==> run_1/floorplan.png <==
Drawn at 8 px/um. Pins as bars on the die edge. Tap cells in grey.
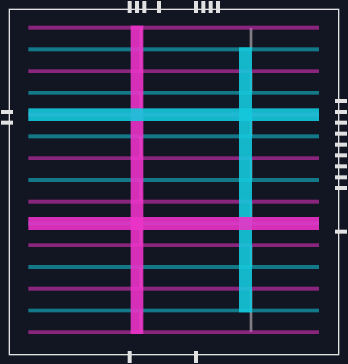
==> run_1/ff_map.png <==
Drawn at 12 px/um.
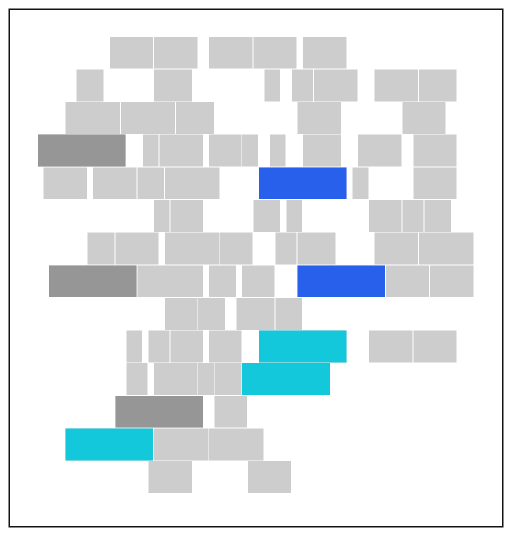
==> run_1/clock_nets.png <==
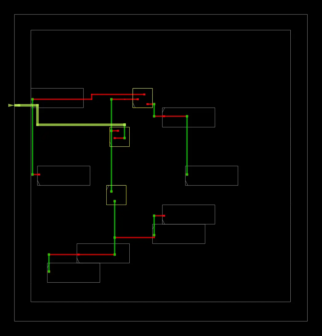
===== src/rtl/player_pkg.sv =====
// Shared types and constants for the player ship command controller.
package player_pkg;

    typedef enum logic [1:0] {
        ST_IDLE,
        ST_ERASE,
        ST_MOVE,
        ST_DRAW
    } state_e;

    typedef enum logic [1:0] {
        DIR_NONE,
        DIR_UP,
        DIR_DOWN
    } dir_e;

    localparam int SHIP_W    = 2;
    localparam int SHIP_H    = 4;
    localparam int SWEEP_LEN = SHIP_W * SHIP_H;

    localparam logic [2:0] DEF_SHIP_COLOUR = 3'b111;
    localparam logic [2:0] DEF_BG_COLOUR   = 3'b000;

    // Conflicting or absent keys both mean "stay put".
    function automatic dir_e key_dir(input logic up, input logic down);
        if (up && !down)
            return DIR_UP;
        else if (down && !up)
            return DIR_DOWN;
        else
            return DIR_NONE;
    endfunction

endpackage


===== src/rtl/sprite_sweep.sv =====
// Row-major 2x4 sprite offset sweep: add_x inner loop, add_y outer loop.
module sprite_sweep
    import player_pkg::*;
(
    input  logic       clk,
    input  logic       reset,
    input  logic       start,
    output logic       add_x,
    output logic [1:0] add_y,
    output logic       last,
    output logic       done
);

    logic [2:0] cnt_q, cnt_d;
    logic       active_q, active_d;

    always_comb begin
        cnt_d    = cnt_q;
        active_d = active_q;
        if (start) begin
            cnt_d    = '0;
            active_d = 1'b1;
        end else if (active_q) begin
            if (last) begin
                cnt_d    = '0;
                active_d = 1'b0;
            end else begin
                cnt_d = cnt_q + 3'd1;
            end
        end
    end

    always_ff @(posedge clk) begin
        if (reset) begin
            cnt_q    <= '0;
            active_q <= 1'b0;
        end else begin
            cnt_q    <= cnt_d;
            active_q <= active_d;
        end
    end

    assign add_x = cnt_q[0];
    assign add_y = cnt_q[2:1];
    assign last  = active_q && (cnt_q == 3'(SWEEP_LEN - 1));
    assign done  = !active_q;

endmodule


===== src/rtl/player_control.sv =====
// Frame-tick driven erase / move / redraw sequencer for the player ship.
// Optional PLAYER_CTRL_IDLE_SKIP_EN: skip passes when no move will happen.
module player_control
    import player_pkg::*;
#(
    parameter logic [6:0] Y_MIN       = 7'd0,
    parameter logic [6:0] Y_MAX       = 7'd116,
    parameter logic [2:0] SHIP_COLOUR = DEF_SHIP_COLOUR,
    parameter logic [2:0] BG_COLOUR   = DEF_BG_COLOUR
) (
    input  logic       clk,
    input  logic       reset,
    input  logic       frame_tick,
    input  logic       key_up,
    input  logic       key_down,
    input  logic [6:0] y_cur,
    output logic       add_x,
    output logic [1:0] add_y,
    output logic       y_pos_mod,
    output logic       y_neg_mod,
    output logic       plot,
    output logic [2:0] colour,
    output logic       busy
);

    state_e state_q, state_d;
    dir_e   dir_q, dir_d;
    logic   sweep_start, sweep_last, sweep_done, sweep_end;

    function automatic logic can_move(input dir_e d, input logic [6:0] y);
        return ((d == DIR_UP) && (y > Y_MIN)) || ((d == DIR_DOWN) && (y < Y_MAX));
    endfunction

    sprite_sweep u_sweep (
        .clk   (clk),
        .reset (reset),
        .start (sweep_start),
        .add_x (add_x),
        .add_y (add_y),
        .last  (sweep_last),
        .done  (sweep_done)
    );

    assign sweep_end = sweep_last && !sweep_done;

`ifdef PLAYER_CTRL_IDLE_SKIP_EN
    // Ship has not been drawn since reset; first tick must paint it.
    logic drawn_q, drawn_d;
`endif

    always_comb begin
        state_d     = state_q;
        dir_d       = dir_q;
        sweep_start = 1'b0;
`ifdef PLAYER_CTRL_IDLE_SKIP_EN
        drawn_d     = drawn_q;
`endif
        case (state_q)
            ST_IDLE: begin
                if (frame_tick) begin
                    dir_d = key_dir(key_up, key_down);
`ifdef PLAYER_CTRL_IDLE_SKIP_EN
                    if (!drawn_q) begin
                        state_d     = ST_DRAW;
                        sweep_start = 1'b1;
                        drawn_d     = 1'b1;
                    end else if (can_move(key_dir(key_up, key_down), y_cur)) begin
                        state_d     = ST_ERASE;
                        sweep_start = 1'b1;
                    end
`else
                    state_d     = ST_ERASE;
                    sweep_start = 1'b1;
`endif
                end
            end
            ST_ERASE: if (sweep_end) state_d = ST_MOVE;
            ST_MOVE: begin
                state_d     = ST_DRAW;
                sweep_start = 1'b1;
            end
            ST_DRAW: if (sweep_end) state_d = ST_IDLE;
            default: state_d = ST_IDLE;
        endcase
    end

    always_ff @(posedge clk) begin
        if (reset) begin
            state_q <= ST_IDLE;
            dir_q   <= DIR_NONE;
`ifdef PLAYER_CTRL_IDLE_SKIP_EN
            drawn_q <= 1'b0;
`endif
        end else begin
            state_q <= state_d;
            dir_q   <= dir_d;
`ifdef PLAYER_CTRL_IDLE_SKIP_EN
            drawn_q <= drawn_d;
`endif
        end
    end

    // Offsets are zero in MOVE, so y_cur is the true base row here.
    assign y_pos_mod = (state_q == ST_MOVE) && (dir_q == DIR_UP)   && can_move(dir_q, y_cur);
    assign y_neg_mod = (state_q == ST_MOVE) && (dir_q == DIR_DOWN) && can_move(dir_q, y_cur);
    assign plot      = (state_q == ST_ERASE) || (state_q == ST_DRAW);
    assign colour    = (state_q == ST_DRAW) ? SHIP_COLOUR : BG_COLOUR;
    assign busy      = (state_q != ST_IDLE);

endmodule

===== config.mk =====
export PLATFORM = sky130hd
export DESIGN_NAME = player_control
export DESIGN_NICKNAME = d
export VERILOG_FILES = /design/src/rtl/player_pkg.sv /design/src/rtl/sprite_sweep.sv /design/src/rtl/player_control.sv
export SDC_FILE = /design/constraint.sdc
export NUM_CORES = 1
export LEC_CHECK = 0
export CORE_AREA = 2 2 39 41
export DETAILED_ROUTE_END_ITERATION = 12
export DIE_AREA = 0 0 41 43
export PLACE_DENSITY = 0.81
export RECOVER_POWER = 50
export SLEW_MARGIN = 20
export SYNTH_ARGS = -nofsm -noshare
export SYNTH_HDL_FRONTEND = slang
export SYNTH_HIERARCHICAL = 1
export SYNTH_SLANG_ARGS = --single-unit

===== constraint.sdc =====
create_clock -name clk -period 2.1 [get_ports clk]
set_input_delay 0.315 -clock clk [delete_from_list [all_inputs] [get_ports clk]]
set_output_delay 0.315 -clock clk [all_outputs]
set_load 0.005 [all_outputs]

==> flow_metrics.env, run 1 <==
# source this file to load flow results
export IMPL_r2r_slack_ps=620
export IMPL_report_final_setup_viol=0
export IMPL_ff_type="dfxtp_1"
export IMPL_buffer_area_frac=0.281
export IMPL_period_needed_ps=1940
export IMPL_grt_pass1_vias=456
export IMPL_top_cells_by_count="8 x dfxtp_1, 7 x ha_1, 7 x nand2b_1"
export IMPL_yosys_area_share_simple=0.263
export IMPL_path_max_fanout=2
export IMPL_syn_area_um2=538
export IMPL_logic_area_um2=324
export IMPL_p_sw_w=0.000222
export IMPL_wl_per_cell_um=11.3
export IMPL_use_met3=0.0471
export IMPL_antenna_found_initial=0
export IMPL_drt_iter0_drc=3
export IMPL_drive_gt1_frac=0.0641
export IMPL_period_used=0.925
export IMPL_whs_ps=472
export IMPL_highest_layer="met3"
export IMPL_ioPinCount=22
export IMPL_pre_cts_slack_ps=136
export IMPL_swShare=0.336
export IMPL_min_to="dir_q[1]$_SDFFE_PP0P_"
export IMPL_worst_path_buf_inv=2
export IMPL_cts_buffers=3
export IMPL_yosysWarnings=6
export IMPL_gp_congestion=0.680
export IMPL_reg_largest_list="u_sweep/cnt_q: 3 flops, dir_q: 2 flops, state_q: 2 flops"
export IMPL_total_power_w=0.000661
export IMPL_ys_sh_xor=0
export IMPL_ys_cells=56
export IMPL_startpoint="y_cur[3]"
export IMPL_synth_cells=56
export IMPL_mux_area_frac=0.0558
export IMPL_nNonClkInverters=5
export IMPL_endpoint="y_neg_mod"
export IMPL_ys_seq_share=0.298
export IMPL_hold_viol=0
export IMPL_ys_area_um2=538
export IMPL_power_top_group="combinational logic"
export IMPL_dr_wl_met2_um=559
export IMPL_grt_util_met2=0.259
export IMPL_status="finished clean"
export IMPL_overflow=0
export IMPL_crit_type="input port to output pin"
export IMPL_cts_htree_levels=1
export IMPL_crit_cells=4
export IMPL_cts_resized_gates=0
export IMPL_dieArea_um2=1760
export IMPL_reg2reg_to="state_q[1]$_SDFFE_PP0P_"
export IMPL_yosysTopAreaCell="dfxtp_1"
export IMPL_comb_cell_power_w=0.000324
export IMPL_arrival_ps=1630
export IMPL_crit_slowest_cell="clkdlybuf4s50_1"
export IMPL_leakagePower_nw=0.331
export IMPL_crit_path_end_kind="output pin"
export IMPL_pwr_share_seq=0.337
export IMPL_compound_area_frac=0.158
export IMPL_synth_avg_cell_area_um2=9.61
export IMPL_fmax_mhz=515
export IMPL_fp_nets=75
export IMPL_num_vias=462
export IMPL_logic_family="simple AND/OR/NAND/NOR gates"
export IMPL_cts_tree="yes"
export IMPL_largest_reg_flops=3
export IMPL_ff_count=8
export IMPL_drt_total_wl_um=1070
export IMPL_maxSlewHeadroom=0.788
export IMPL_grt_pass1_wl_um=1730
export IMPL_async_flop_share=0
export IMPL_port_buffers=21
export IMPL_nets=99
export IMPL_tap_cells=16
export IMPL_synth_edff_count=0
export IMPL_yosysMostFrequentCell="dfxtp_1"
export IMPL_syn_to_final_growth_pct=40.9
export IMPL_top_area_frac=0.298
export IMPL_ant_nets=0
export IMPL_hold_path_class="register to register"
export IMPL_crit_path_cell_trace="clkdlybuf4s50_1 -> o2111ai_1 -> and4b_1 -> clkdlybuf4s50_1"
export IMPL_clkSinkCount=8
export IMPL_clockBufferDepth=2
export IMPL_place_area_um2=753
export IMPL_comb_power_share=0.491
export IMPL_synthAdderAreaFrac=0.163
export IMPL_ctsHoldBuffers=0
export IMPL_cp_start_kind="input port"
export IMPL_power_density_nw_per_um2=872
export IMPL_power_frac_clock=0.173
export IMPL_stdcell_count=94
export IMPL_crit_path_frequent_cell="clkdlybuf4s50_1"
export IMPL_num_fill_cells=133
export IMPL_ys_ff=8
export IMPL_clk_pin_slew_worst_paths_ps=60
export IMPL_busiest_layer="met2"
export IMPL_regMostFlops="u_sweep/cnt_q"
export IMPL_grt_usage=0.145
export IMPL_met3WireLength_um=85
export IMPL_cp_slowest_stage_delay_ps=490
export IMPL_worst_slack_ps=157
export IMPL_vias_per_cell=4.91
export IMPL_met1_usage=0.140
export IMPL_post_cts_buffers=0
export IMPL_maxCapViolations=0
export IMPL_comb_area_frac=0.427
export IMPL_comb_cells=41
export IMPL_warnings=30
## Picture notes: floorplan.png
- magenta: VSS
- cyan: VDD
- met4 straps: 2
- signal pins: 22
- tap cells: 16
- met1 rails: 15
worst vdd ir: 0.484 mV
Die H: 43 um
Die Span X: 41 um
core area: 1380 um2

## Picture notes: ff_map.png
- blue: dir_q (flops 2)
- cyan: u_sweep/cnt_q (flops 3)
Seq/total area: 0.211
seq pwr: 0.000222 W
Post-Route Utilization: 0.548
register cell area after layout: 160 um2

## Picture notes: clock_nets.png
P_clk: 0.000114 W
clock skew: 4.92 ps

==> run_1/layers.png <==
Drawn at 12 px/um.
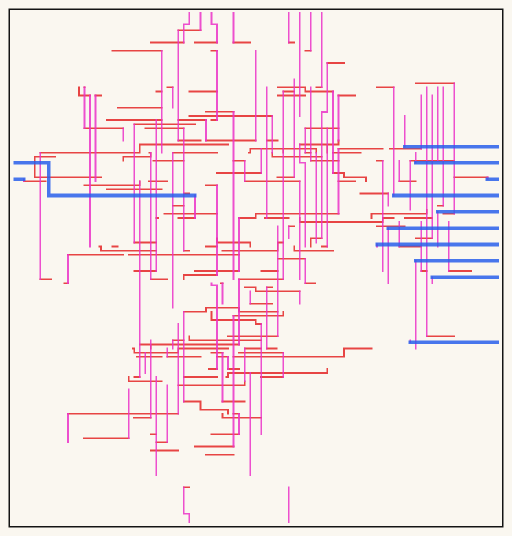

--- run 2 (diff from run 1) ---
- CTS_BUF_LIST: unset -> sky130_fd_sc_hd__clkbuf_8
==> run_2/layers.png <==
Drawn at 12 px/um.
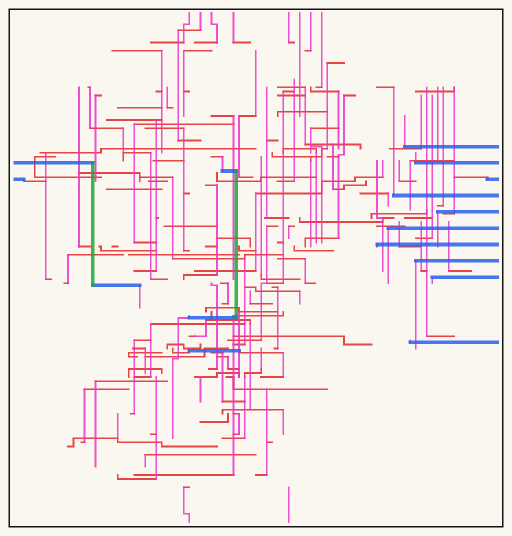
- blue: M3 (wire length 87.7 um)
- red: M1 (wire length 434 um)
- green: M4 (wire length 22.4 um)
- magenta: M2 (wire length 554 um)

==> run 2 against run 1 <==
Setup slack worse by 0.91 ps. Via count is 2.2% higher. Sequential share of layout area is 0.96 points lower. Non-clock buffer count stayed put. Critical path type unchanged. Critical path depth stayed put. Register-to-register slack better by 90 ps. Hold slack worse by 2.9 ps. Power is 16% higher. Synthesized area stayed put. First-iteration DRC count is 33% higher. Clock skew is 0.99 ps lower.
==> flow_metrics.env, run 2 <==
# source this file to load flow results
export IMPL_gp_congestion=0.680
export IMPL_hold_path_class="register to register"
export IMPL_top_area_frac=0.298
export IMPL_syn_area_um2=538
export IMPL_ys_sh_xor=0
export IMPL_startpoint="y_cur[3]"
export IMPL_drive_gt1_frac=0.0769
export IMPL_reg2reg_to="state_q[1]$_SDFFE_PP0P_"
export IMPL_clockBufferDepth=2
export IMPL_seq_area_um2=160
export IMPL_status="finished clean"
export IMPL_rows=14
export IMPL_regMostFlops="u_sweep/cnt_q"
export IMPL_largest_reg_flops=3
export IMPL_drt_iter0_drc=4
export IMPL_cp_slowest_stage_delay_ps=490
export IMPL_p_clk_w=0.000182
export IMPL_worst_slack_ps=156
export IMPL_die_height_um=43
export IMPL_ys_ff=8
export IMPL_maxCapViolations=0
export IMPL_fin_area_um2=795
export IMPL_core_area_um2=1380
export IMPL_power_top_group="combinational logic"
export IMPL_comb_area_frac=0.430
export IMPL_pre_cts_slack_ps=136
export IMPL_initial_core_util=0.389
export IMPL_crit_slowest_cell="clkdlybuf4s50_1"
export IMPL_cts_resized_gates=0
export IMPL_yosysMostFrequentCell="dfxtp_1"
export IMPL_comb_cells=41
export IMPL_min_to="dir_q[1]$_SDFFE_PP0P_"
export IMPL_seq_share=0.202
export IMPL_p_seq_w=0.000224
export IMPL_swShare=0.319
export IMPL_tap_cells=16
export IMPL_die_w_um=41
export IMPL_met3WireLength_um=87
export IMPL_yosysTopAreaCell="dfxtp_1"
export IMPL_crit_path_end_kind="output pin"
export IMPL_r2r_slack_ps=710
export IMPL_num_vias=472
export IMPL_crit_cells=4
export IMPL_port_buffers=21
export IMPL_grt_pass1_wl_um=1760
export IMPL_post_cts_buffers=0
export IMPL_report_final_setup_viol=0
export IMPL_overflow=0
export IMPL_clk_pin_slew_worst_paths_ps=40
export IMPL_synthAdderAreaFrac=0.163
export IMPL_logic_area_um2=342
export IMPL_maxSlewHeadroom=0.780
export IMPL_mux_area_frac=0.0558
export IMPL_power_density_nw_per_um2=964
export IMPL_buffer_area_frac=0.268
export IMPL_crit_path_cell_trace="clkdlybuf4s50_1 -> o2111ai_1 -> and4b_1 -> clkdlybuf4s50_1"
export IMPL_worst_path_buf_inv=2
export IMPL_finish_utilization=0.574
export IMPL_drt_total_wl_um=1100
export IMPL_whs_ps=470
export IMPL_wl_per_cell_um=11.7
export IMPL_top_cells_by_count="8 x dfxtp_1, 7 x ha_1, 7 x nand2b_1"
export IMPL_ir_drop_mv=0.543
export IMPL_fp_nets=75
export IMPL_ys_seq_share=0.298
export IMPL_comb_power_share=0.471
export IMPL_arrival_ps=1630
export IMPL_path_max_fanout=2
export IMPL_total_power_w=0.000766
export IMPL_grt_util_met2=0.259
export IMPL_stdcell_count=94
export IMPL_p_sw_w=0.000244
export IMPL_comb_cell_power_w=0.000360
export IMPL_hold_depth=2
export IMPL_grt_pass1_vias=460
export IMPL_place_area_um2=753
export IMPL_ant_nets=0
export IMPL_ctsHoldBuffers=0
export IMPL_power_frac_clock=0.237
export IMPL_synth_avg_cell_area_um2=9.61
export IMPL_nNonClkInverters=5
export IMPL_endpoint="y_neg_mod"
export IMPL_dieArea_um2=1760
export IMPL_period_needed_ps=1940
export IMPL_cts_htree_levels=1
export IMPL_busiest_layer="met2"
export IMPL_logic_family="simple AND/OR/NAND/NOR gates"
export IMPL_async_flop_share=0
export IMPL_highest_layer="met4"
export IMPL_ys_cells=56
export IMPL_yosysWarnings=6
export IMPL_crit_path_frequent_cell="clkdlybuf4s50_1"
export IMPL_pwr_share_seq=0.292
export IMPL_antenna_found_initial=0
export IMPL_cts_tree="yes"
export IMPL_nets=99
export IMPL_met1_usage=0.149
export IMPL_ff_type="dfxtp_1"
export IMPL_num_fill_cells=128
export IMPL_reg_largest_list="u_sweep/cnt_q: 3 flops, dir_q: 2 flops, state_q: 2 flops"
export IMPL_warnings=30
export IMPL_route_detailed_drc=0
export IMPL_dr_wl_met2_um=553
export IMPL_grt_usage=0.151
export IMPL_yosys_area_share_simple=0.263
export IMPL_fmax_mhz=514
export IMPL_ff_count=8
export IMPL_use_met3=0.0314
export IMPL_vias_per_cell=5.02
export IMPL_synth_cells=56
==> run_2/clock_nets.png <==
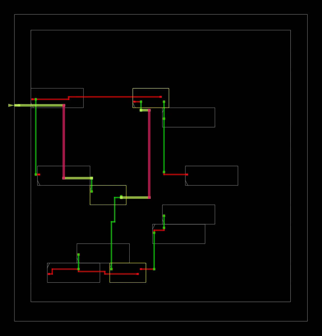
Num CTS Buffers: 3
CTS sink count: 8

Power and IR drop assume default switching activity.
